==> config.mk <==
export PLATFORM = sky130hd
export DESIGN_NAME = msi_bus_arbiter
export DESIGN_NICKNAME = d
export VERILOG_FILES = /design/src/rtl/msi_bus_arbiter.sv
export SDC_FILE = /design/constraint.sdc
export NUM_CORES = 1
export LEC_CHECK = 0
export CORE_AREA = 10 10 67 110
export DETAILED_ROUTE_END_ITERATION = 6
export DIE_AREA = 0 0 77 120
export DONT_BUFFER_PORTS = 1
export GPL_TIMING_DRIVEN = 0
export PLACE_DENSITY = 0.72
export SYNTH_ARGS = -nofsm -noshare
export SYNTH_HDL_FRONTEND = slang
export SYNTH_SLANG_ARGS = --single-unit
==> constraint.sdc <==
create_clock -name clock -period 3 [get_ports clock]
set_clock_uncertainty 0.05 [all_clocks]
set_input_delay 0.6 -clock clock [delete_from_list [all_inputs] [get_ports clock]]
set_output_delay 0.6 -clock clock [all_outputs]
set_load 0.005 [all_outputs]
==> src/rtl/msi_bus_arbiter.sv <==
// ============================================================================
// msi_bus_arbiter : round-robin snoop-bus arbiter for MSI cache controllers
// Optional feature macro: ARB_TIMEOUT_EN (WB/MEM handshake timeout + error)
// Revision: 1.0
// ============================================================================
`default_nettype none

module msi_bus_arbiter #(
    parameter int NREQ = 4,
    parameter int AW   = 32
) (
    input  logic                 clock,
    input  logic                 reset,
    input  logic [NREQ-1:0]      req,
    input  logic [2*NREQ-1:0]    req_msg,
    input  logic [AW*NREQ-1:0]   req_addr,
    output logic [NREQ-1:0]      gnt,
    output logic [NREQ-1:0]      done,
    output logic                 snoop_valid,
    output logic [1:0]           snoop_msg,
    output logic [AW-1:0]        snoop_addr,
    output logic [NREQ-1:0]      snoop_src,
    input  logic [NREQ-1:0]      snoop_wb,
    input  logic                 wb_done,
    output logic                 mem_req,
    input  logic                 mem_ack,
    output logic                 busy,
    output logic                 error
);

    localparam int               c_PW       = (NREQ > 1) ? $clog2(NREQ) : 1;
    localparam logic [c_PW-1:0]  c_LAST     = c_PW'(NREQ - 1);
    localparam logic [NREQ-1:0]  c_ONE      = NREQ'(1);
    localparam logic [1:0]       c_MSG_INV  = 2'b00;
    localparam logic [1:0]       c_MSG_ILL  = 2'b11;

    typedef enum logic [2:0] {
        IDLE  = 3'd0,
        SNOOP = 3'd1,
        WB    = 3'd2,
        MEM   = 3'd3,
        DONE  = 3'd4
    } state_t;

    state_t            state_q, state_d;
    logic [c_PW-1:0]   rr_ptr_q, rr_ptr_d;
    logic [c_PW-1:0]   win_q, win_d;
    logic [1:0]        msg_q, msg_d;
    logic [AW-1:0]     addr_q, addr_d;

    logic [1:0]        w_msg_arr  [NREQ];
    logic [AW-1:0]     w_addr_arr [NREQ];
    logic [c_PW-1:0]   w_cand;
    logic [c_PW-1:0]   w_pick_idx;
    logic              w_pick_found;
    logic [NREQ-1:0]   w_win_oh;
    logic              w_timeout;

    generate
        for (genvar gi = 0; gi < NREQ; gi++) begin : g_unpack
            assign w_msg_arr[gi]  = req_msg[2*gi +: 2];
            assign w_addr_arr[gi] = req_addr[AW*gi +: AW];
        end
    endgenerate

    // Scan starts one past the last winner and wraps, so the last winner is checked last.
    always_comb begin
        w_pick_found = 1'b0;
        w_pick_idx   = '0;
        w_cand       = rr_ptr_q;
        for (int i = 0; i < NREQ; i++) begin
            w_cand = (w_cand == c_LAST) ? '0 : w_cand + 1'b1;
            if (!w_pick_found && req[w_cand]) begin
                w_pick_found = 1'b1;
                w_pick_idx   = w_cand;
            end
        end
    end

    assign w_win_oh = c_ONE << win_q;

    always_comb begin
        state_d  = state_q;
        rr_ptr_d = rr_ptr_q;
        win_d    = win_q;
        msg_d    = msg_q;
        addr_d   = addr_q;
        case (state_q)
            IDLE: begin
                if (w_pick_found) begin
                    win_d   = w_pick_idx;
                    msg_d   = w_msg_arr[w_pick_idx];
                    addr_d  = w_addr_arr[w_pick_idx];
                    state_d = (w_msg_arr[w_pick_idx] == c_MSG_ILL) ? DONE : SNOOP;
                end
            end
            SNOOP: begin
                // The requester's own MODIFIED response never forces a write-back.
                if (|(snoop_wb & ~w_win_oh))
                    state_d = WB;
                else if (msg_q == c_MSG_INV)
                    state_d = DONE;
                else
                    state_d = MEM;
            end
            WB: begin
                if (wb_done)
                    state_d = (msg_q == c_MSG_INV) ? DONE : MEM;
                else if (w_timeout)
                    state_d = DONE;
            end
            MEM: begin
                if (mem_ack || w_timeout)
                    state_d = DONE;
            end
            DONE: begin
                rr_ptr_d = win_q;
                state_d  = IDLE;
            end
            default: state_d = IDLE;
        endcase
    end

    always_ff @(posedge clock or posedge reset) begin
        if (reset) begin
            state_q  <= IDLE;
            rr_ptr_q <= c_LAST;
            win_q    <= '0;
            msg_q    <= '0;
            addr_q   <= '0;
        end else begin
            state_q  <= state_d;
            rr_ptr_q <= rr_ptr_d;
            win_q    <= win_d;
            msg_q    <= msg_d;
            addr_q   <= addr_d;
        end
    end

`ifdef ARB_TIMEOUT_EN
    localparam logic [3:0] c_TMO_LAST = 4'd14;

    logic [3:0] tmo_cnt_q, tmo_cnt_d;
    logic       err_q, err_d;
    logic       w_wait_state;

    assign w_wait_state = (state_q == WB) || (state_q == MEM);
    assign w_timeout    = w_wait_state && (tmo_cnt_q == c_TMO_LAST);

    // Counter restarts whenever a wait state is entered, including WB -> MEM.
    always_comb begin
        tmo_cnt_d = (w_wait_state && (state_d == state_q)) ? tmo_cnt_q + 4'd1 : 4'd0;
        err_d     = w_timeout && (((state_q == WB) && !wb_done) ||
                                  ((state_q == MEM) && !mem_ack));
    end

    always_ff @(posedge clock or posedge reset) begin
        if (reset) begin
            tmo_cnt_q <= 4'd0;
            err_q     <= 1'b0;
        end else begin
            tmo_cnt_q <= tmo_cnt_d;
            err_q     <= err_d;
        end
    end

    assign error = (state_q == DONE) && err_q;
`else
    assign w_timeout = 1'b0;
    assign error     = 1'b0;
`endif

    assign busy        = (state_q != IDLE);
    assign gnt         = busy ? w_win_oh : '0;
    assign done        = (state_q == DONE) ? w_win_oh : '0;
    assign snoop_valid = (state_q == SNOOP);
    assign snoop_msg   = snoop_valid ? msg_q : '0;
    assign snoop_addr  = snoop_valid ? addr_q : '0;
    assign snoop_src   = snoop_valid ? w_win_oh : '0;
    assign mem_req     = (state_q == MEM);

endmodule

`default_nettype wire
==> results_dict.tcl <==
# place-and-route summary
set metrics [dict create \
    avgSynthCellArea_um2 6.54 \
    hold_class "input port to async pin" \
    ys_seq_share 0.322 \
    cts_hold_buf 0 \
    finalSetupViolations 0 \
    numCtsBuffers 5 \
    place.gp.congestion 0.866 \
    drtIter0Drc 191 \
    finalPower_mw 4.02 \
    yosysTopAreaCell "dfrtp_1" \
    overflow 0 \
    dp.cells 564 \
    slew_headroom 0.432 \
    postCtsSetupRepairBufs 0 \
    ys_chip_area_um2 3190 \
    synthArstFlopShare 1.00 \
    tritoncts "built" \
    ant_nets 0 \
    dp.final_hpwl_um 8480 \
    clock-root-buffer "clkbuf_8" \
    p_int_mw 2.03 \
    clk_pin_slew_ns 0.08 \
    p_seq_frac 0.244 \
    status "finished clean" \
    slew_viol_final 0 \
    grt_max_degree 42 \
    num_antenna_cells 0 \
    r2r_start "rr_ptr_q[0]$_DFFE_PP1P_" \
]
## metal layers
| metal | routed length, um | track usage | up-vias |
|---|---|---|---|
| met5 | 0 | 0 | - |
| met4 | 249 | 0.0791 | 0 |
| met3 | 1000 | 0.0695 | 20 |
| met2 | 5350 | 0.376 | 174 |
| met1 | 3920 | 0.233 | 1479 |
| li1 | - | - | 1603 |
## final cells by class
class / instances / area (um^2)
inverters: 5 / 18.8
plain buffers: 36 / 246
multi-input cells: 406 / 1900
well taps: 76 / 95.1
fillers: 570 / 2150
clock buffers: 7 / 96.3
flip-flops and latches: 41 / 1030
clock inverters: 1 / 5.00
## worst max-delay path, stage by stage (launching register included)
cell and delay (ns):
dfrtp_1 0.33, clkbuf_1 0.25, inv_1 0.13, or3_1 0.39, inv_1 0.25, clkbuf_2 0.27
and2_1 0.21
## power groups by stage
stage | registers, mW | clock network, mW | logic, mW
floorplan | 0.954 | 0 | 2.07
global placement | 0.983 | 0 | 2.60
detailed placement | 0.993 | 0 | 2.65
CTS | 0.983 | 0.413 | 2.66
global route | 1.02 | 0.433 | 2.97
finish | 0.981 | 0.403 | 2.63
## per-stage QoR
stage	utilization	instance area (um^2)	hold slack (ns)
finish	0.612	3390	0.307
global route	0.612	3390	0.394
CTS	0.611	3390	0.336
detailed placement	0.593	3280	0.405
global placement	0.593	3280	0.401
floorplan	-	3190	0.388
## final timing paths
check / to / slack [ns] / cells past startpoint
setup / recovery: snoop_addr[1] / 0.21 / 6
hold reg to reg: addr_q[19]$_DFFE_PP0P_ / 0.42 / 2
min in group clock: addr_q[19]$_DFFE_PP0P_ / 0.42 / 2
setup reg to reg: addr_q[9]$_DFFE_PP0P_ / 0.52 / 9
max in group asynchronous: addr_q[20]$_DFFE_PP0P_ / 2.06 / 1
hold / removal: state_q[2]$_DFFE_PP0P_ / 0.31 / 1
## state kept, by name (all words and copies together) (netlist names)
name and cells:
win_q 2, state_q 3, rr_ptr_q 2, addr_q 32, msg_q 2
## cell usage in the layout (no fill, tap or decap), types with 3 or more instances in the layout
cell,n
buf_2,4
buf_1,3
mux2_2,3
nand2b_1,4
clkbuf_2,4
clkbuf_1,11
a21oi_1,8
nand3_1,96
a22o_1,3
o21ai_0,6
inv_1,4
nand2_1,209
nor3_1,7
clkbuf_8,7
buf_6,13
nor2_1,15
and2_1,35
dfrtp_1,39
## cells by family (layout without fill, tap and decap cells)
family / after synthesis / after routing
buf+inv: 41 / 49
other cells: 1 / 1
simple gates: 371 / 371
compound gates: 29 / 29
mux: 4 / 4
fa+ha+maj: 1 / 1
flops: 41 / 41
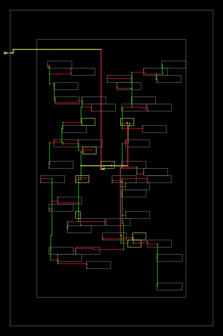
(clock nets)
clock-net power: 403 uW
CLK BUF: 7
clk_lat worst skew: 0.29 ns
clock sinks: 41
flop count: 41

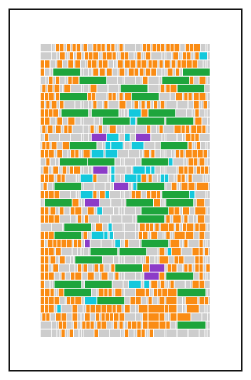
(cells coloured by class)
Drawn at 3 px/um. Fill, decap, tap and diode cells in grey.
colour	class	cells
purple	clock drivers and dummy loads	8
cyan	other buffers and delay cells	36
green	flops	41
orange	combinational and other logic	411
core area: 5540 um^2
Core Util, Final: 0.612
FP Rows: 36
design area: 3390 um^2
Seq/total area: 0.303

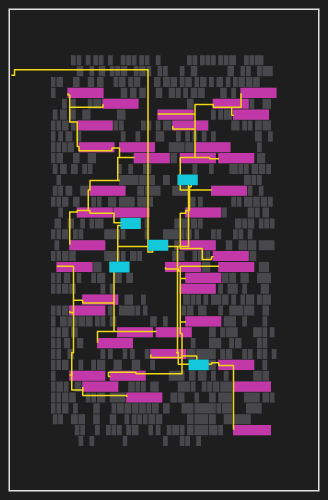
(routed clock nets over the placement)
Drawn at 4 px/um.
[cyan] clock drivers | count: 5
[magenta] flip-flops | count: 41
[yellow] clock wires | length: 571 um
routed clock nets	6
Clock Power Share: 0.100

Power is estimated from default activity; no workload was simulated.
